`config.mk`:
```
export PLATFORM = sky130hd
export DESIGN_NAME = pe_acc_seq_flat
export DESIGN_NICKNAME = d
export VERILOG_FILES = /design/src/rtl/pe_acc_seq_pkg.sv /design/src/rtl/pe_acc_seq_if.sv /design/src/rtl/pe_acc_seq.sv /design/src/flat_wrapper.sv
export SDC_FILE = /design/constraint.sdc
export NUM_CORES = 1
export LEC_CHECK = 0
export CORE_ASPECT_RATIO = 0.9
export CORE_MARGIN = 3
export CORE_UTILIZATION = 43
export DETAILED_ROUTE_END_ITERATION = 7
export GPL_ROUTABILITY_DRIVEN = 0
export PLACE_DENSITY = 0.81
export SETUP_SLACK_MARGIN = 0.02
export SLEW_MARGIN = 20
export SYNTH_ARGS = -nofsm -noshare
export SYNTH_HDL_FRONTEND = slang
export SYNTH_SLANG_ARGS = --single-unit
```
`constraint.sdc`:
```
create_clock -name clk -period 3.3 [get_ports clk]
set_clock_uncertainty 0.1 [all_clocks]
set_input_delay 0.99 -clock clk [delete_from_list [all_inputs] [get_ports clk]]
set_output_delay 0.99 -clock clk [all_outputs]
set_load 0.05 [all_outputs]
```
`src/rtl/pe_acc_seq_pkg.sv`:
```
// Shared types and defaults for the PE accumulation sequencer: FSM state encoding,
// default widths and the signed-overflow detect used by the accumulator.
package pe_acc_seq_pkg;

    localparam int PE_DATA_W = 32;
    localparam int PE_CNT_W  = 16;

    // Encoding 2'd3 is unused and recovers to IDLE.
    typedef enum logic [1:0] {
        ST_IDLE = 2'd0,
        ST_ACC  = 2'd1,
        ST_DONE = 2'd2
    } state_e;

    // Two's-complement add overflows when both operands share a sign the sum does not.
    function automatic logic add_ovf(input logic a_msb, input logic b_msb, input logic s_msb);
        return (a_msb == b_msb) && (s_msb != a_msb);
    endfunction

endpackage

```
`src/rtl/pe_acc_seq_if.sv`:
```
// Handshake bundle between the job issuer, the adder tree and the writeback stage.
interface pe_acc_seq_if #(
    parameter int DATA_W = 32,
    parameter int CNT_W  = 16
);
    logic              cfg_valid;
    logic              cfg_ready;
    logic [CNT_W-1:0]  cfg_len;

    logic              in_valid;
    logic              in_ready;
    logic [DATA_W-1:0] in_psum;

    logic              out_valid;
    logic              out_ready;
    logic [DATA_W-1:0] out_result;
    logic              out_ovf;

    modport slave (
        input  cfg_valid, cfg_len, in_valid, in_psum, out_ready,
        output cfg_ready, in_ready, out_valid, out_result, out_ovf
    );

    modport master (
        output cfg_valid, cfg_len, in_valid, in_psum, out_ready,
        input  cfg_ready, in_ready, out_valid, out_result, out_ovf
    );
endinterface

```
`src/rtl/pe_acc_seq.sv`:
```
// Accumulates cfg_len partial sums from the adder tree into one dot-product result.
// All handshake outputs are registered and decode from the next FSM state.
module pe_acc_seq
    import pe_acc_seq_pkg::*;
#(
    parameter int DATA_W = PE_DATA_W,
    parameter int CNT_W  = PE_CNT_W
) (
    input  logic             clk,
    input  logic             rst_n,
    input  logic             flush,
    pe_acc_seq_if.slave      bus,
    output logic             busy,
    output logic [CNT_W-1:0] beat_cnt
);

    localparam logic [CNT_W-1:0] CNT_ONE = CNT_W'(1);

    state_e              state_q, state_d;
    logic [DATA_W-1:0]   acc_q, acc_d;
    logic [CNT_W-1:0]    cnt_q, cnt_d;
    logic [CNT_W-1:0]    len_q, len_d;
    logic                ovf_q, ovf_d;
    logic [DATA_W-1:0]   sum;

    logic                cfg_ready_q, in_ready_q, out_valid_q, busy_q;
    logic [DATA_W-1:0]   out_result_q;

    assign sum = acc_q + bus.in_psum;

    always_comb begin
        state_d = state_q;
        acc_d   = acc_q;
        cnt_d   = cnt_q;
        len_d   = len_q;
        ovf_d   = ovf_q;
        case (state_q)
            ST_IDLE: begin
                if (bus.cfg_valid) begin
                    len_d   = bus.cfg_len;
                    acc_d   = '0;
                    cnt_d   = '0;
                    ovf_d   = 1'b0;
                    state_d = (bus.cfg_len == '0) ? ST_DONE : ST_ACC;
                end
            end
            ST_ACC: begin
                if (bus.in_valid) begin
                    acc_d = sum;
                    cnt_d = cnt_q + CNT_ONE;
                    ovf_d = ovf_q | add_ovf(acc_q[DATA_W-1], bus.in_psum[DATA_W-1], sum[DATA_W-1]);
                    if (cnt_q == len_q - CNT_ONE) begin
                        state_d = ST_DONE;
                    end
                end
            end
            ST_DONE: begin
                if (bus.out_ready) begin
                    state_d = ST_IDLE;
                end
            end
            default: state_d = ST_IDLE;
        endcase
        // Abort wins over any handshake offered in the same cycle.
        if (flush) begin
            state_d = ST_IDLE;
            acc_d   = '0;
            cnt_d   = '0;
            ovf_d   = 1'b0;
        end
    end

    always_ff @(posedge clk) begin
        if (!rst_n) begin
            state_q      <= ST_IDLE;
            acc_q        <= '0;
            cnt_q        <= '0;
            len_q        <= '0;
            ovf_q        <= 1'b0;
            cfg_ready_q  <= 1'b1;
            in_ready_q   <= 1'b0;
            out_valid_q  <= 1'b0;
            busy_q       <= 1'b0;
            out_result_q <= '0;
        end else begin
            state_q      <= state_d;
            acc_q        <= acc_d;
            cnt_q        <= cnt_d;
            len_q        <= len_d;
            ovf_q        <= ovf_d;
            cfg_ready_q  <= (state_d == ST_IDLE);
            in_ready_q   <= (state_d == ST_ACC);
            out_valid_q  <= (state_d == ST_DONE);
            busy_q       <= (state_d != ST_IDLE);
            // The accumulator is only visible while a result is offered.
            out_result_q <= (state_d == ST_DONE) ? acc_d : '0;
        end
    end

    assign bus.cfg_ready  = cfg_ready_q;
    assign bus.in_ready   = in_ready_q;
    assign bus.out_valid  = out_valid_q;
    assign bus.out_result = out_result_q;
    assign bus.out_ovf    = ovf_q;
    assign busy           = busy_q;
    assign beat_cnt       = cnt_q;

endmodule

```
`src/flat_wrapper.sv`:
```
// flat-port wrapper written by rule: the top's interface ports become plain ports
module pe_acc_seq_flat import pe_acc_seq_pkg::*;
#(
    parameter int DATA_W = PE_DATA_W,
    parameter int CNT_W  = PE_CNT_W
)
  (clk, rst_n, flush, busy, beat_cnt, bus_cfg_valid, bus_cfg_len, bus_in_valid, bus_in_psum, bus_out_ready, bus_cfg_ready, bus_in_ready, bus_out_valid, bus_out_result, bus_out_ovf);
  pe_acc_seq_if #(.DATA_W(DATA_W), .CNT_W(CNT_W)) bus_i ();
  input  logic clk;
  input  logic rst_n;
  input  logic flush;
  output logic busy;
  output logic [CNT_W-1:0] beat_cnt;
  input wire logic [$bits(bus_i.cfg_valid)-1:0] bus_cfg_valid;
  input wire logic [$bits(bus_i.cfg_len)-1:0] bus_cfg_len;
  input wire logic [$bits(bus_i.in_valid)-1:0] bus_in_valid;
  input wire logic [$bits(bus_i.in_psum)-1:0] bus_in_psum;
  input wire logic [$bits(bus_i.out_ready)-1:0] bus_out_ready;
  output wire logic [$bits(bus_i.cfg_ready)-1:0] bus_cfg_ready;
  output wire logic [$bits(bus_i.in_ready)-1:0] bus_in_ready;
  output wire logic [$bits(bus_i.out_valid)-1:0] bus_out_valid;
  output wire logic [$bits(bus_i.out_result)-1:0] bus_out_result;
  output wire logic [$bits(bus_i.out_ovf)-1:0] bus_out_ovf;
  assign bus_i.cfg_valid = bus_cfg_valid;
  assign bus_i.cfg_len = bus_cfg_len;
  assign bus_i.in_valid = bus_in_valid;
  assign bus_i.in_psum = bus_in_psum;
  assign bus_i.out_ready = bus_out_ready;
  assign bus_cfg_ready = bus_i.cfg_ready;
  assign bus_in_ready = bus_i.in_ready;
  assign bus_out_valid = bus_i.out_valid;
  assign bus_out_result = bus_i.out_result;
  assign bus_out_ovf = bus_i.out_ovf;
  pe_acc_seq #(.DATA_W(DATA_W), .CNT_W(CNT_W)) u_core (.clk(clk), .rst_n(rst_n), .flush(flush), .bus(bus_i), .busy(busy), .beat_cnt(beat_cnt));
endmodule
```
==> metrics.csv <==
metric;value;unit
status;finished, violations left;
violated checks;negative setup slack;
port bufs;106;
TritonCTS clock tree;yes;
PostCTS Resize Cnt;30;
most common cell in the netlist;dfxtp_1;
Final setup viols;2;
VDD IR max;419;uV
Sw Ratio;26.9;%
Comb power;0.449;mW
worst-path fanout max;6;
area leader, netlist;dfxtp_1;
Mux area share;0.700;%
Synthesized registers;103;
PwrDens;340;nW/um2
final worst slack;-0.0262;ns
Psw;0.768;mW
Yosys Instances;696;
Basic Gates by Area;22.9;%
ant diodes;0;
chip width;128;um
Max Slew Vio Count;0;
Mean Syn Cell Area;8.22;um2
Seq group;1.28;mW
overall die height;115;um
Seq pwr share;44.8;%
layout cells sized above 1;21.2;%
drt total wl;18000;um
most numerous logic cell after layout;buf_4;
-- per-layer routing --
metal | part of all wire, % | vias to the layer above | GRT usage, %
li1 | - | 2872 | -
met1 | 45 | 2850 | 32.2
met2 | 46 | 219 | 38.1
met3 | 7.2 | 35 | 5.25
met4 | 2.5 | 0 | 7.58
met5 | 0 | - | 0
-- stage by stage --
stage	power (mW)	hold WS (ns)	cell area (um2)	util, %
after detailed placement	1.72	0.377	7670	59.8
after CTS	2.86	0.388	8130	63.4
final	2.86	0.386	8390	65.4
after global placement	1.72	0.358	7670	59.8
after global routing	2.96	0.411	8390	65.4
after floorplan	1.53	0.344	5750	-
-- critical path, stage by stage --
cell and delay, ns:
clkdlybuf4s50_1 0.54, ha_4 0.25, a21o_1 0.17, a21o_1 0.18
a221oi_1 0.39, nand3b_1 0.17, a21oi_2 0.22, o31ai_2 0.12
xor2_1 0.15, a22oi_1 0.23, nor2_1 0.07
-- path summary, 6_finish.rpt --
kind	from	endpoint	slack, ns	depth (start not counted)
worst min register to register	u_core.bus.out_ovf	u_core.bus.out_ovf	0.39	2
worst min-delay path	u_core.bus.out_ovf	u_core.bus.out_ovf	0.39	2
worst max-delay path	bus_in_psum[17]	u_core.bus.out_result[28]	-0.03	11
worst max register to register	u_core.len_q[2]	u_core.bus.out_result[17]	0.23	9
-- cell type report --
class	instances	area, um2
Timing Repair Buffer	214	1880
Clock buffer	9	225
Clock inverter	7	90.1
Tap cell	164	205
Multi-Input combinational cell	551	3870
Fill cell	1018	4440
Inverter	15	56.3
Sequential cell	103	2060
-- sequential cells by signal, summed over array words and instances, names as in the netlist, 2 cells and up --
signal,flops
u_core.bus.out_result,32
u_core.acc_q,32
u_core.beat_cnt,16
u_core.state_q,2
u_core.len_q,16
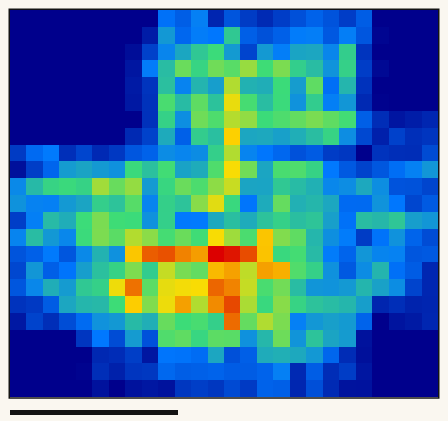
(wiring heat map)
Bar = 50 um. The die is cut into 26 by 23 equal tiles; dark blue is low, red is high, scaled to the fullest tile. Values are wire area over tile area, all layers added.
- fullest tile: 0.71
- densest ninth of the die: centre
- tiles over half the peak: 18%

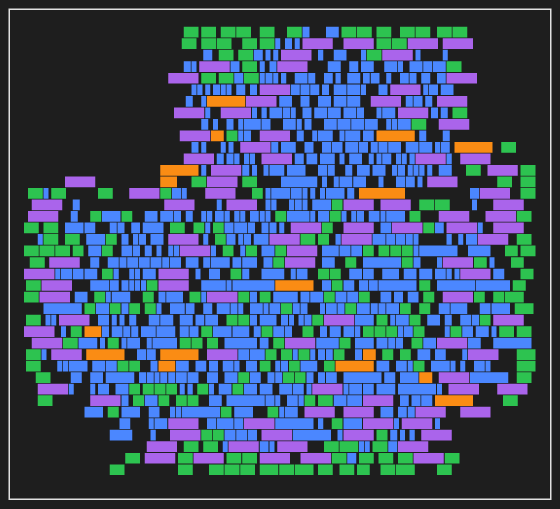
(cells coloured by class)
- clock drivers and dummy loads: orange (cells 16)
- other buffers and delay cells: green (cells 214)
- flip-flops: purple (cells 103)
- all other logic: blue (cells 566)

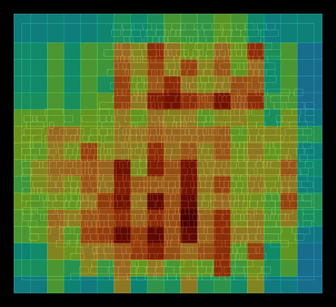
(track usage over the die)
WL/cell: 17.0 um
GRT Overall Usage: 23.8%
Final Core Density: 65.4%

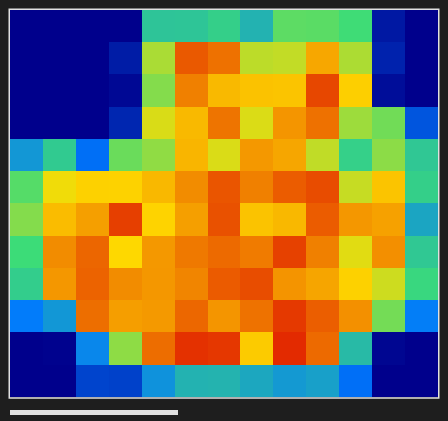
(placement density heat map)
Bar = 50 um. The die is cut into 13 by 12 equal tiles; dark blue is low, red is high, 0 to 100% covered.
- nearly empty tiles: 16%
- mean over tiles: 56%
- emptiest ninth of the die: upper left

Power and IR drop assume default switching activity.
